==> config.mk <==
export PLATFORM = sky130hd
export DESIGN_NAME = store_load_buffer_flat
export DESIGN_NICKNAME = d
export VERILOG_FILES = /design/src/rtl/store_load_buffer_if.sv /design/src/rtl/store_load_buffer.sv /design/src/flat_wrapper.sv
export SDC_FILE = /design/constraint.sdc
export NUM_CORES = 1
export LEC_CHECK = 0
export CAP_MARGIN = 20
export CORE_ASPECT_RATIO = 0.75
export CORE_UTILIZATION = 50
export CTS_CLUSTER_DIAMETER = 30
export DETAILED_ROUTE_END_ITERATION = 16
export PLACE_DENSITY = 0.71
export SYNTH_ARGS = -nofsm -noshare
export SYNTH_HDL_FRONTEND = slang
export SYNTH_SLANG_ARGS = --single-unit
==> constraint.sdc <==
create_clock -name clk -period 12.9 [get_ports clk]
set_input_delay 1.29 -clock clk [delete_from_list [all_inputs] [get_ports clk]]
set_output_delay 1.29 -clock clk [all_outputs]
set_load 0.1 [all_outputs]
==> src/rtl/store_load_buffer_if.sv <==
// store_load_buffer_if
//   Bundles the store/load request channels and the single data-memory port
//   of the store_load_buffer.
//   master : pipeline + memory side (drives requests and mem_rdata)
//   slave  : the store_load_buffer itself
//   Store channel : st_valid/st_ready, st_addr, st_size, st_data
//   Load channel  : ld_valid/ld_ready, ld_addr, ld_size, ld_unsigned,
//                   ld_rvalid, ld_rdata
//   Status        : misalign_err, empty
//   Memory port   : mem_read, mem_write, mem_addr, mem_wdata, mem_rdata
interface store_load_buffer_if #(
   parameter int XLEN = 64
);
   logic            st_valid;
   logic            st_ready;
   logic [XLEN-1:0] st_addr;
   logic [1:0]      st_size;
   logic [XLEN-1:0] st_data;

   logic            ld_valid;
   logic            ld_ready;
   logic [XLEN-1:0] ld_addr;
   logic [1:0]      ld_size;
   logic            ld_unsigned;
   logic            ld_rvalid;
   logic [XLEN-1:0] ld_rdata;

   logic            misalign_err;
   logic            empty;

   logic            mem_read;
   logic            mem_write;
   logic [XLEN-1:0] mem_addr;
   logic [XLEN-1:0] mem_wdata;
   logic [XLEN-1:0] mem_rdata;

   modport master (
      output st_valid, st_addr, st_size, st_data,
      output ld_valid, ld_addr, ld_size, ld_unsigned,
      output mem_rdata,
      input  st_ready, ld_ready, ld_rvalid, ld_rdata,
      input  misalign_err, empty,
      input  mem_read, mem_write, mem_addr, mem_wdata
   );

   modport slave (
      input  st_valid, st_addr, st_size, st_data,
      input  ld_valid, ld_addr, ld_size, ld_unsigned,
      input  mem_rdata,
      output st_ready, ld_ready, ld_rvalid, ld_rdata,
      output misalign_err, empty,
      output mem_read, mem_write, mem_addr, mem_wdata
   );
endinterface

==> src/rtl/store_load_buffer.sv <==
// store_load_buffer
//   Memory-stage unit owning the single port of a byte-addressed 64-bit data
//   memory (combinational read, posedge write). Stores are queued in a small
//   FIFO and drained with a same-cycle read-modify-write, so sub-doubleword
//   stores work on a doubleword-write memory. Loads are size/alignment checked
//   and sign/zero extended; a load that hits a buffered doubleword stalls.
// Ports
//   clk   : clock, all state updates on rising edge
//   rst_n : asynchronous active-low reset
//   bus   : store_load_buffer_if.slave (request channels + memory port)
module store_load_buffer #(
   parameter int DEPTH = 4,
   parameter int XLEN  = 64
) (
   input logic                clk,
   input logic                rst_n,
   store_load_buffer_if.slave bus
);
   localparam int PW = $clog2(DEPTH);

   // FIFO storage: doubleword-aligned address, byte mask, lane-shifted data.
   logic [XLEN-1:0] ent_addr [DEPTH];
   logic [7:0]      ent_mask [DEPTH];
   logic [XLEN-1:0] ent_data [DEPTH];
   logic [DEPTH-1:0] ent_valid;

   logic [PW-1:0] rd_ptr;
   logic [PW-1:0] wr_ptr;
   logic [PW:0]   count;

   logic            full;
   logic            is_empty;
   logic            st_mis;
   logic            ld_mis;
   logic [XLEN-1:0] st_line;
   logic [XLEN-1:0] ld_line;
   logic            hazard;
   logic            load_go;
   logic            drain_go;
   logic            push;
   logic            st_take;
   logic [XLEN-1:0] head_lanes;
   logic [XLEN-1:0] ld_word;
   logic [XLEN-1:0] ld_ext;
   logic            sign;

   logic            ld_rvalid_q;
   logic [XLEN-1:0] ld_rdata_q;
   logic            misalign_q;

   // Misaligned when addr mod (1<<size) != 0.
   function automatic logic misaligned(input logic [2:0] lo, input logic [1:0] size);
      case (size)
         2'd0:    return 1'b0;
         2'd1:    return lo[0];
         2'd2:    return |lo[1:0];
         default: return |lo;
      endcase
   endfunction

   function automatic logic [7:0] size_mask(input logic [1:0] size);
      case (size)
         2'd0:    return 8'h01;
         2'd1:    return 8'h03;
         2'd2:    return 8'h0F;
         default: return 8'hFF;
      endcase
   endfunction

   function automatic logic [XLEN-1:0] expand(input logic [7:0] m);
      logic [XLEN-1:0] r;
      r = '0;
      for (int b = 0; b < 8; b++) r[8*b +: 8] = {8{m[b]}};
      return r;
   endfunction

   assign full     = (count == (PW+1)'(DEPTH));
   assign is_empty = (count == '0);
   assign st_mis   = misaligned(bus.st_addr[2:0], bus.st_size);
   assign ld_mis   = misaligned(bus.ld_addr[2:0], bus.ld_size);
   assign st_line  = {bus.st_addr[XLEN-1:3], 3'b000};
   assign ld_line  = {bus.ld_addr[XLEN-1:3], 3'b000};

   // Only entries present at the start of the cycle count; a store pushed in
   // the same cycle is younger than the load and cannot hazard it.
   // NOTE: every always_comb output gets a default first, otherwise paths that
   // skip an assignment infer a latch.
   always_comb begin
      hazard = 1'b0;
      for (int i = 0; i < DEPTH; i++)
         if (ent_valid[i] && ent_addr[i] == ld_line) hazard = 1'b1;
   end

   // Arbitration: full forces a drain; otherwise a clean load wins; otherwise
   // drain whenever anything is buffered.
   assign load_go  = bus.ld_valid && !full && !hazard;
   assign drain_go = full || (!is_empty && !load_go);
   assign st_take  = bus.st_valid && !full;
   assign push     = st_take && !st_mis;

   assign head_lanes = expand(ent_mask[rd_ptr]);

   assign bus.st_ready  = !full;
   assign bus.ld_ready  = load_go;
   assign bus.empty     = is_empty;
   assign bus.mem_read  = drain_go || (load_go && !ld_mis);
   assign bus.mem_write = drain_go;
   assign bus.mem_addr  = drain_go ? ent_addr[rd_ptr] :
                          (load_go && !ld_mis) ? ld_line : '0;
   assign bus.mem_wdata = drain_go ? ((ent_data[rd_ptr] & head_lanes) |
                                      (bus.mem_rdata & ~head_lanes)) : '0;

   assign bus.ld_rvalid    = ld_rvalid_q;
   assign bus.ld_rdata     = ld_rdata_q;
   assign bus.misalign_err = misalign_q;

   // Pick the addressed bytes out of the doubleword and extend them.
   always_comb begin
      ld_word = bus.mem_rdata >> {bus.ld_addr[2:0], 3'b000};
      sign    = 1'b0;
      ld_ext  = ld_word;
      case (bus.ld_size)
         2'd0: begin
            sign   = !bus.ld_unsigned && ld_word[7];
            ld_ext = {{(XLEN-8){sign}}, ld_word[7:0]};
         end
         2'd1: begin
            sign   = !bus.ld_unsigned && ld_word[15];
            ld_ext = {{(XLEN-16){sign}}, ld_word[15:0]};
         end
         2'd2: begin
            sign   = !bus.ld_unsigned && ld_word[31];
            ld_ext = {{(XLEN-32){sign}}, ld_word[31:0]};
         end
         default: ld_ext = ld_word;
      endcase
   end

   // NOTE: sequential state uses non-blocking assignments so every flop
   // samples pre-edge values regardless of statement order.
   always_ff @(posedge clk or negedge rst_n) begin
      if (!rst_n) begin
         rd_ptr      <= '0;
         wr_ptr      <= '0;
         count       <= '0;
         ent_valid   <= '0;
         ld_rvalid_q <= 1'b0;
         ld_rdata_q  <= '0;
         misalign_q  <= 1'b0;
      end else begin
         if (drain_go) begin
            ent_valid[rd_ptr] <= 1'b0;
            rd_ptr            <= rd_ptr + 1'b1;
         end
         if (push) begin
            ent_valid[wr_ptr] <= 1'b1;
            wr_ptr            <= wr_ptr + 1'b1;
         end
         count       <= count + {{PW{1'b0}}, push} - {{PW{1'b0}}, drain_go};
         ld_rvalid_q <= load_go;
         if (load_go) ld_rdata_q <= ld_mis ? '0 : ld_ext;
         misalign_q  <= (load_go && ld_mis) || (st_take && st_mis);
      end
   end

   // NOTE: the payload arrays are not reset; ent_valid alone says which
   // entries are live, so clearing the data would only cost reset fan-out.
   always_ff @(posedge clk) begin
      if (push) begin
         ent_addr[wr_ptr] <= st_line;
         ent_mask[wr_ptr] <= size_mask(bus.st_size) << bus.st_addr[2:0];
         ent_data[wr_ptr] <= bus.st_data << {bus.st_addr[2:0], 3'b000};
      end
   end
endmodule

==> src/flat_wrapper.sv <==
// flat-port wrapper written by rule: the top's interface ports become plain ports
module store_load_buffer_flat 
#(
   parameter int DEPTH = 4,
   parameter int XLEN  = 64
)
  (clk, rst_n, bus_st_valid, bus_st_addr, bus_st_size, bus_st_data, bus_ld_valid, bus_ld_addr, bus_ld_size, bus_ld_unsigned, bus_mem_rdata, bus_st_ready, bus_ld_ready, bus_ld_rvalid, bus_ld_rdata, bus_misalign_err, bus_empty, bus_mem_read, bus_mem_write, bus_mem_addr, bus_mem_wdata);
  store_load_buffer_if #(.XLEN(XLEN)) bus_i ();
  input logic clk;
  input logic rst_n;
  input wire logic [$bits(bus_i.st_valid)-1:0] bus_st_valid;
  input wire logic [$bits(bus_i.st_addr)-1:0] bus_st_addr;
  input wire logic [$bits(bus_i.st_size)-1:0] bus_st_size;
  input wire logic [$bits(bus_i.st_data)-1:0] bus_st_data;
  input wire logic [$bits(bus_i.ld_valid)-1:0] bus_ld_valid;
  input wire logic [$bits(bus_i.ld_addr)-1:0] bus_ld_addr;
  input wire logic [$bits(bus_i.ld_size)-1:0] bus_ld_size;
  input wire logic [$bits(bus_i.ld_unsigned)-1:0] bus_ld_unsigned;
  input wire logic [$bits(bus_i.mem_rdata)-1:0] bus_mem_rdata;
  output wire logic [$bits(bus_i.st_ready)-1:0] bus_st_ready;
  output wire logic [$bits(bus_i.ld_ready)-1:0] bus_ld_ready;
  output wire logic [$bits(bus_i.ld_rvalid)-1:0] bus_ld_rvalid;
  output wire logic [$bits(bus_i.ld_rdata)-1:0] bus_ld_rdata;
  output wire logic [$bits(bus_i.misalign_err)-1:0] bus_misalign_err;
  output wire logic [$bits(bus_i.empty)-1:0] bus_empty;
  output wire logic [$bits(bus_i.mem_read)-1:0] bus_mem_read;
  output wire logic [$bits(bus_i.mem_write)-1:0] bus_mem_write;
  output wire logic [$bits(bus_i.mem_addr)-1:0] bus_mem_addr;
  output wire logic [$bits(bus_i.mem_wdata)-1:0] bus_mem_wdata;
  assign bus_i.st_valid = bus_st_valid;
  assign bus_i.st_addr = bus_st_addr;
  assign bus_i.st_size = bus_st_size;
  assign bus_i.st_data = bus_st_data;
  assign bus_i.ld_valid = bus_ld_valid;
  assign bus_i.ld_addr = bus_ld_addr;
  assign bus_i.ld_size = bus_ld_size;
  assign bus_i.ld_unsigned = bus_ld_unsigned;
  assign bus_i.mem_rdata = bus_mem_rdata;
  assign bus_st_ready = bus_i.st_ready;
  assign bus_ld_ready = bus_i.ld_ready;
  assign bus_ld_rvalid = bus_i.ld_rvalid;
  assign bus_ld_rdata = bus_i.ld_rdata;
  assign bus_misalign_err = bus_i.misalign_err;
  assign bus_empty = bus_i.empty;
  assign bus_mem_read = bus_i.mem_read;
  assign bus_mem_write = bus_i.mem_write;
  assign bus_mem_addr = bus_i.mem_addr;
  assign bus_mem_wdata = bus_i.mem_wdata;
  store_load_buffer #(.DEPTH(DEPTH), .XLEN(XLEN)) u_core (.clk(clk), .rst_n(rst_n), .bus(bus_i));
endmodule
Fig. 1: run 1, metal layers overlaid
Bar = 100 µm.
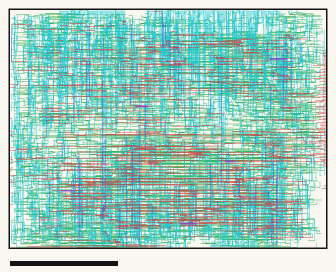
metal 1: drawn in green, wire length 51.6 mm. metal 2: drawn in cyan, wire length 51.4 mm. metal 3: drawn in red, wire length 15100 µm. metal 5: drawn in purple, wire length 54.3 µm. metal 4: drawn in blue, wire length 2220 µm.

Fig. 2: run 1, placed cells, one colour a class
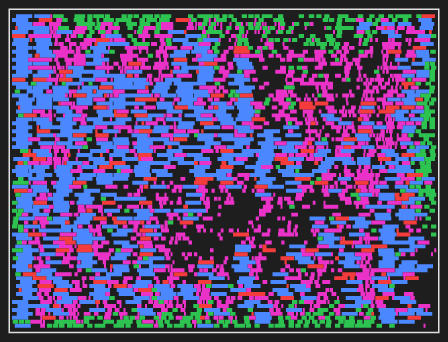
flops: drawn in blue, cells 609. combinational and other logic: drawn in magenta, cells 1553. other buffers and delay cells: drawn in green, cells 484. clock drivers and dummy loads: drawn in red, cells 192.

Fig. 3: run 1, PDN straps and rails
Bar = 100 µm. Pins as bars on the die edge.
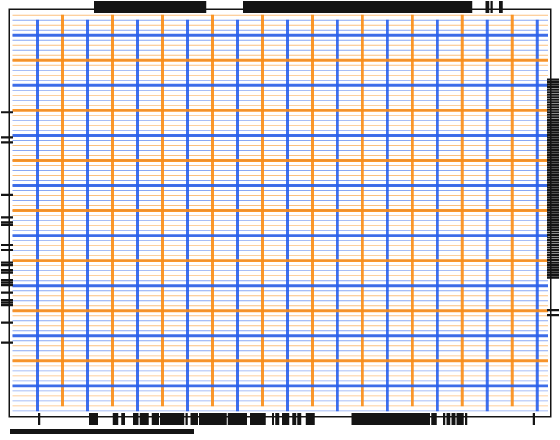
VSS: drawn in blue. VDD: drawn in orange.
80 met1 rails follow the rows. 21 straps on met4. 15 straps on met5. The core has 79 rows. 464 signal pins sit on the boundary.

==> run 1: synth_stat cells (5+ instances only) <==
master / instances
a211oi_1: 7
a21oi_1: 90
a22o_1: 6
a31oi_1: 7
a32oi_1: 7
and2_1: 22
buf_1: 52
buf_2: 8
buf_6: 7
clkbuf_1: 112
dfrtp_1: 77
edfxtp_1: 532
ha_1: 10
inv_1: 154
mux2_1: 15
mux2_2: 41
mux2_4: 49
mux2i_1: 125
mux4_2: 158
nand2_1: 92
nand2b_1: 77
nand3_1: 10
nand4_1: 62
nor2_1: 174
nor2b_1: 12
nor4_1: 38
o2111ai_1: 12
o211ai_1: 9
o21ai_0: 33
o22ai_1: 21
o32ai_1: 68
or2_2: 5
or3_1: 10
xnor2_1: 113
xnor2_2: 5
xor2_1: 73
==> run 1: power groups by stage <==
stage / logic, W / registers (W) / clock network (W)
after floorplan: 0.00319 / 0.00282 / 0
after global placement: 0.00474 / 0.00260 / 0
after detailed placement: 0.00475 / 0.00261 / 0
after CTS: 0.00476 / 0.00257 / 0.00273
after global routing: 0.00490 / 0.00259 / 0.00281
final: 0.00479 / 0.00258 / 0.00272
==> run 1: placed cells by master, fill, tap and decap left out, types with 12 or more instances in the layout <==
| cell type | Yosys | layout |
|---|---|---|
| clkinv_1 | 2 | 12 |
| clkinv_2 | 0 | 20 |
| mux2_2 | 41 | 41 |
| nand2_1 | 92 | 92 |
| nor2b_1 | 12 | 12 |
| mux4_2 | 158 | 158 |
| nor2_1 | 174 | 174 |
| nand2b_1 | 77 | 77 |
| o2111ai_1 | 12 | 12 |
| buf_4 | 3 | 26 |
| edfxtp_1 | 532 | 532 |
| nor4_1 | 38 | 38 |
| clkinvlp_4 | 0 | 14 |
| xor2_1 | 73 | 73 |
| clkdlybuf4s50_1 | 0 | 455 |
| dfrtp_1 | 77 | 75 |
| inv_6 | 0 | 13 |
| nand4_1 | 62 | 62 |
| mux2_4 | 49 | 49 |
| clkbuf_16 | 0 | 102 |
| xnor2_1 | 113 | 113 |
| inv_1 | 154 | 150 |
| o22ai_1 | 21 | 21 |
| mux2_1 | 15 | 15 |
| mux2i_1 | 125 | 125 |
| o21ai_0 | 33 | 33 |
| o32ai_1 | 68 | 68 |
| a21oi_1 | 90 | 90 |
| and2_1 | 22 | 22 |
==> run 1: worst paths after layout <==
kind / start / to / slack, ps / cells past startpoint
min reg2reg: u_core.count[2] / u_core.count[2] / 490 / 1
max: bus_ld_addr[5] / bus_mem_addr[7] / 4820 / 10
min in group asynchronous: rst_n / u_core.bus.ld_rdata[28] / 790 / 1
max in group asynchronous: rst_n / u_core.rd_ptr[1] / 11390 / 1
max reg2reg: u_core.ent_addr[2][0] / u_core.count[2] / 8110 / 14
min: u_core.count[2] / u_core.count[2] / 490 / 1
==> run 1: cells by family after synthesis <==
family	after synthesis	share of synthesized area (%)
AND-OR/OR-AND	284	6.05
XOR/XNOR	191	5.38
adder cells (fa/ha/maj)	11	0.456
buffers and inverters	339	4.23
flip-flops	609	56.3
multiplexers	388	19.4
other	1	0.0118
AND/OR/NAND/NOR	519	8.18
==> metrics.yaml, run 1 <==
cts_max_level: 3
die_x_um: 293
die_area_um2: 64600
dp_hpwl_um: 89600
tritoncts.num_buffers: 102
run_status: "complete, no violations"
cells_yosys: 2342
route.detailed.wl_per_inst_um: 32.6
max_flop_register: "u_core.ent_data"
crit_path_end_kind: "output pin"
syn-cell-area_um2: 31800
yosysWarningCount: 0
path_delay_family: "buffers and inverters"
crit_buf_inv: 3
slew_headroom_pct: 20.5
syn_area_per_cell_um2: 13.6
pwr_density_cell_nw_per_um2: 249
switching_power_w: 0.00471
nets: 3026
num-fill-cells: 4558
cts_hold_repair.buffers: 0
layout.clock_buffers: 112
path_cells: "clkdlybuf4s50_1 > xnor2_1 > nand4_1 > nor4_1 > nand2_1 > o31ai_1 > o31ai_4 > buf_4 > o32ai_1 > clkdlybuf4s50_1"
clk_latency_ps: 690
crit_top_cell: "clkdlybuf4s50_1"
multi_input_comb_area_um2: 12600
power.switching_fraction_pct: 46.7
timing.final.setup_violations: 0
cts.sink_count: 609
fp_density_pct: 50.9
post_place_setup_slack_ps: 5180
detailed_place.area_um2: 36900
via_count: 23400
wl_um: 120000
well_tap_count: 850
met3_wirelength_um: 15100
die_h_um: 220
hold_path_class: "flip-flop to flip-flop"
area.share.combinational_pct: 31.1
clockBufferDepth: 3
worst_slack_ps: 4820
ys_top_cells_by_area: "edfxtp_1, mux4_2, dfrtp_1"
grt_usage_pct: 36.6
globalRoute.totalOverflow: 0
drtPass1Iterations: 6
seqCellArea_um2: 17900
critical_path.startpoint_type: "primary input"
cts_resized: 0
synthDominantAreaCellType: "edfxtp_1"
nonClkBufAreaFrac_pct: 11.8
clk_pin_slew_worst_paths_ps: 50
fin_worst_hold_slack_ps: 490
maxCapViolations: 0
power.ir.vdd_worst_mv: 0.221
num-multi-input-gates: 1396
number_of_flops_mapped_to_enable_cells_by_yosys: 532
drive_gt1_share_pct: 16.6
core_area_um2: 62500
p_clk_share_pct: 26.9
residual_drc_count: 0
setup.worst_path.class: "primary input to output pin"
antenna_cells: 7
dominant_class_by_area: "registers"
critical-path-slowest-cell: "clkdlybuf4s50_1"
gr_peak_layer: "met1"
cts.repair_timing.setup_buffer_count: 0
Fig. 4: run 1, clock network drawn from the DEF
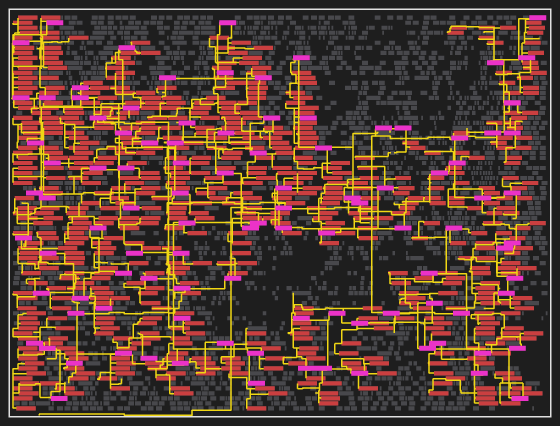

==> inputs of run 2 (changes only) <==
==> constraint.sdc (replaced) <==
create_clock -name clk -period 8.3 [get_ports clk]
set_input_delay 0.83 -clock clk [delete_from_list [all_inputs] [get_ports clk]]
set_output_delay 0.83 -clock clk [all_outputs]
set_load 0.1 [all_outputs]
Fig. 5: run 2, clock network drawn from the DEF
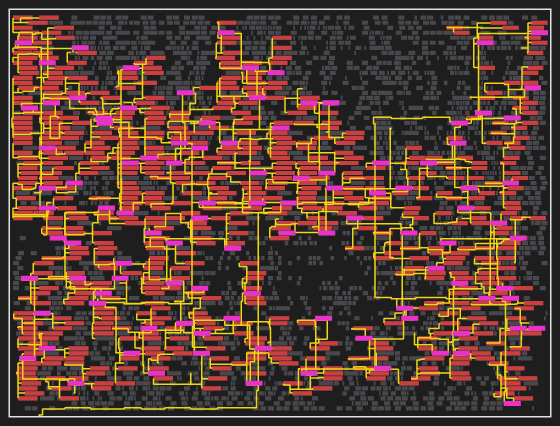
clock drivers: drawn in magenta, count 104. flip-flops: drawn in red, count 609. clock wires: drawn in yellow, length 8060 µm.
Position of the flops: spread over the die.

==> metrics.yaml, run 2 <==
run_status: "complete, no violations"  # unchanged
cts.sink_count: 609  # unchanged
cts_max_level: 3  # unchanged
finalMaxSlewViolations: 0  # unchanged
clockBufferDepth: 3  # unchanged
globalRoute.totalOverflow: 0  # unchanged
critical_path.startpoint_type: "primary input"  # unchanged
maxCapViolations: 0  # unchanged
syn_area_per_cell_um2: 13.6  # unchanged
pwr_density_cell_nw_per_um2: 387  # was 249 nW/µm²
slew_headroom_pct: 25.9  # was 20.5%
netlist_top_cells_count: "edfxtp_1, nor2_1, mux4_2, inv_1, mux2i_1"  # unchanged
path_cells: "clkdlybuf4s50_1 > xor2_1 > nor4_1 > nand4_1 > nor4_1 > nand2_1 > nand4_4 > buf_4 > o32ai_1 > clkdlybuf4s50_1"  # was clkdlybuf4s50_1 > xnor2_1 > nand4_1 > nor4_1 > nand2_1 > o31ai_1 > o31ai_4 > buf_4 > o32ai_1 > clkdlybuf4s50_1
power.switching_fraction_pct: 46.4  # was 46.7%
fp_density_pct: 50.9  # unchanged
die_h_um: 220  # unchanged
die_x_um: 293  # unchanged
tritoncts.num_buffers: 104  # was 102
cts_resized: 0  # unchanged
hold_path_class: "primary input to async pin"  # was flip-flop to flip-flop
dp_hpwl_um: 88300  # was 89600 µm
crit_buf_inv: 3  # unchanged
setup.reg_to_reg.worst_slack_ps: 3350  # was 8110 ps
max_flop_register: "u_core.ent_data"  # unchanged
critical-path-slowest-cell: "clkdlybuf4s50_1"  # unchanged
syn-cell-area_um2: 31800  # unchanged
synthDominantAreaCellType: "edfxtp_1"  # unchanged
clk_latency_ps: 690  # about the same
most-common-layout-cells: "edfxtp_1, clkdlybuf4s50_1, nor2_1, mux4_2, inv_1"  # unchanged
cts.repair_timing.setup_buffer_count: 0  # unchanged
residual_drc_count: 0  # unchanged
die_area_um2: 64600  # unchanged
setup.worst_path.class: "primary input to output pin"  # unchanged
wl_um: 118000  # was 120000 µm
power.ir.vdd_worst_mv: 0.323  # was 0.221 mV
crit_path_end_kind: "output pin"  # unchanged
ys_top_cells_by_area: "edfxtp_1, mux4_2, dfrtp_1"  # unchanged
final_layout_top_logic_cell: "edfxtp_1"  # unchanged
critical_path.reg2reg.endpoint: "u_core.count[2]"  # unchanged
pin_count_of_the_biggest_net_entering_global_routing: 93  # was 78
path_delay_family: "simple AND/OR/NAND/NOR gates"  # was buffers and inverters
netlist.top_cell.by_instances: "edfxtp_1"  # unchanged
timing.final.setup_violations: 0  # unchanged
crit-reg2reg-launch: "u_core.ent_addr[1][19]"  # was u_core.ent_addr[2][0]
cells_yosys: 2342  # unchanged
nets: 3028  # was 3026
multi_input_comb_area_um2: 12600  # unchanged
yosysWarningCount: 0  # unchanged
worst_r2r_path_depth: 15  # was 14
num-fill-cells: 4669  # was 4558
core_area_um2: 62500  # unchanged
cts_hold_repair.buffers: 0  # unchanged
number_of_flops_mapped_to_enable_cells_by_yosys: 532  # unchanged
drive_gt1_share_pct: 16.5  # was 16.6%
Fig. 6: run 2, congestion heat map
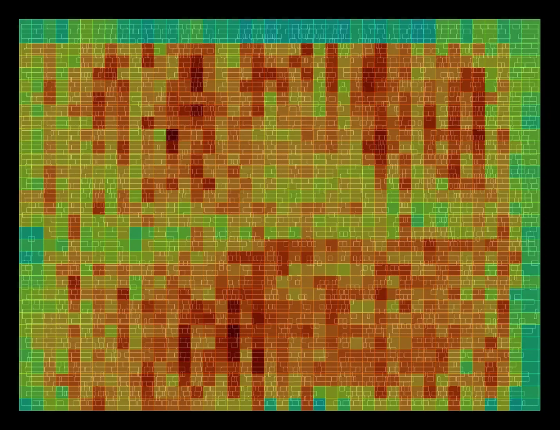
DR WL/cell: 32.0 µm
global routing usage on met3: 9.96%
GR peak layer: met1
post-layout utilization of the core: 64.8%
global-route total usage across every layer: 36.3%

==> run 2: cell counts after synthesis <==
Identical to the previous run, type by type.
==> run 2: layout make-up <==
type,count,share of cell area [%]
multi-input combinational,1396,31.1
sequential,609,44.2
clock buffer,119,6.57
antenna,6,0.0371
clock inverter,79,2.11
inverter,157,1.51
timing repair buffer,484,11.8
tap,850,2.63
==> run 2: worst register-to-register path: stages (launching register included) <==
cell and delay, ps:
edfxtp_1 400, xor2_1 190, nor4_1 940, nand4_1 170, nor4_1 780, and2_1 300, o31ai_4 90, buf_4 340
inv_1 340, ha_1 290, inv_1 60, ha_1 140, inv_1 60, fa_1 400, xnor2_1 200, xnor2_1 150
==> run 2: metrics by stage <==
| step | std cells | hold WS [ps] | power (W) | instance area (µm²) | setup WS (ps) |
|---|---|---|---|---|---|
| floorplan | 2344 | 452 | 0.00933 | 31800 | 3010 |
| global placement | 3495 | 470 | 0.0114 | 37000 | 1320 |
| detailed placement | 3496 | 478 | 0.0114 | 37000 | 1690 |
| CTS | 3694 | 350 | 0.0156 | 40500 | 1600 |
| global route | 3699 | 401 | 0.0160 | 40500 | 1250 |
| finish | 3700 | 328 | 0.0157 | 40500 | 1220 |
==> run 2: layer usage <==
layer / global-route usage (%) / share of wire (%) / wire length (µm) / vias to the layer above
li1: - / - / - / 9718
met3: 9.96 / 13 / 15100 / 192
met4: 9.05 / 2.1 / 2500 / 2
met2: 49.8 / 42 / 49900 / 1565
met5: 0 / 0.010 / 12 / -
met1: 56.4 / 43 / 50700 / 12000
==> run 2: logic make-up (layout without fill, tap and decap cells) <==
logic type	count (synthesis)	count (layout)	share of synthesized area, %
buffers and inverters	339	839	4.23
adder cells (fa/ha/maj)	11	11	0.456
AND-OR/OR-AND	284	284	6.05
flip-flops	609	609	56.3
multiplexers	388	388	19.4
XOR/XNOR	191	191	5.38
other	1	9	0.0118
AND/OR/NAND/NOR	519	519	8.18
==> run 2: worst max path at each step <==
stage | slack (ps) | cells after the start | to | start
3_3_place_gp | 1320 | 10 | bus_mem_addr[43] | bus_ld_addr[24]
3_5_place_dp | 1690 | 10 | bus_mem_addr[55] | bus_ld_addr[59]
2_1_floorplan | 3010 | 9 | bus_mem_addr[10] | bus_ld_addr[35]
5_1_grt | 1250 | 10 | bus_mem_addr[55] | bus_ld_addr[59]
4_1_cts | 1600 | 10 | bus_mem_addr[55] | bus_ld_addr[59]
6_report | 1220 | 10 | bus_mem_addr[55] | bus_ld_addr[59]
==> run 2: power groups by stage <==
stage	clock [W]	combinational, W	sequential (W)
floorplan	0	0.00495	0.00438
global placement	0	0.00736	0.00403
detailed placement	0	0.00737	0.00405
CTS	0.00425	0.00739	0.00400
global route	0.00439	0.00759	0.00403
finish	0.00423	0.00743	0.00401
Power figures rest on the tool's default switching activity, not on a simulated workload.
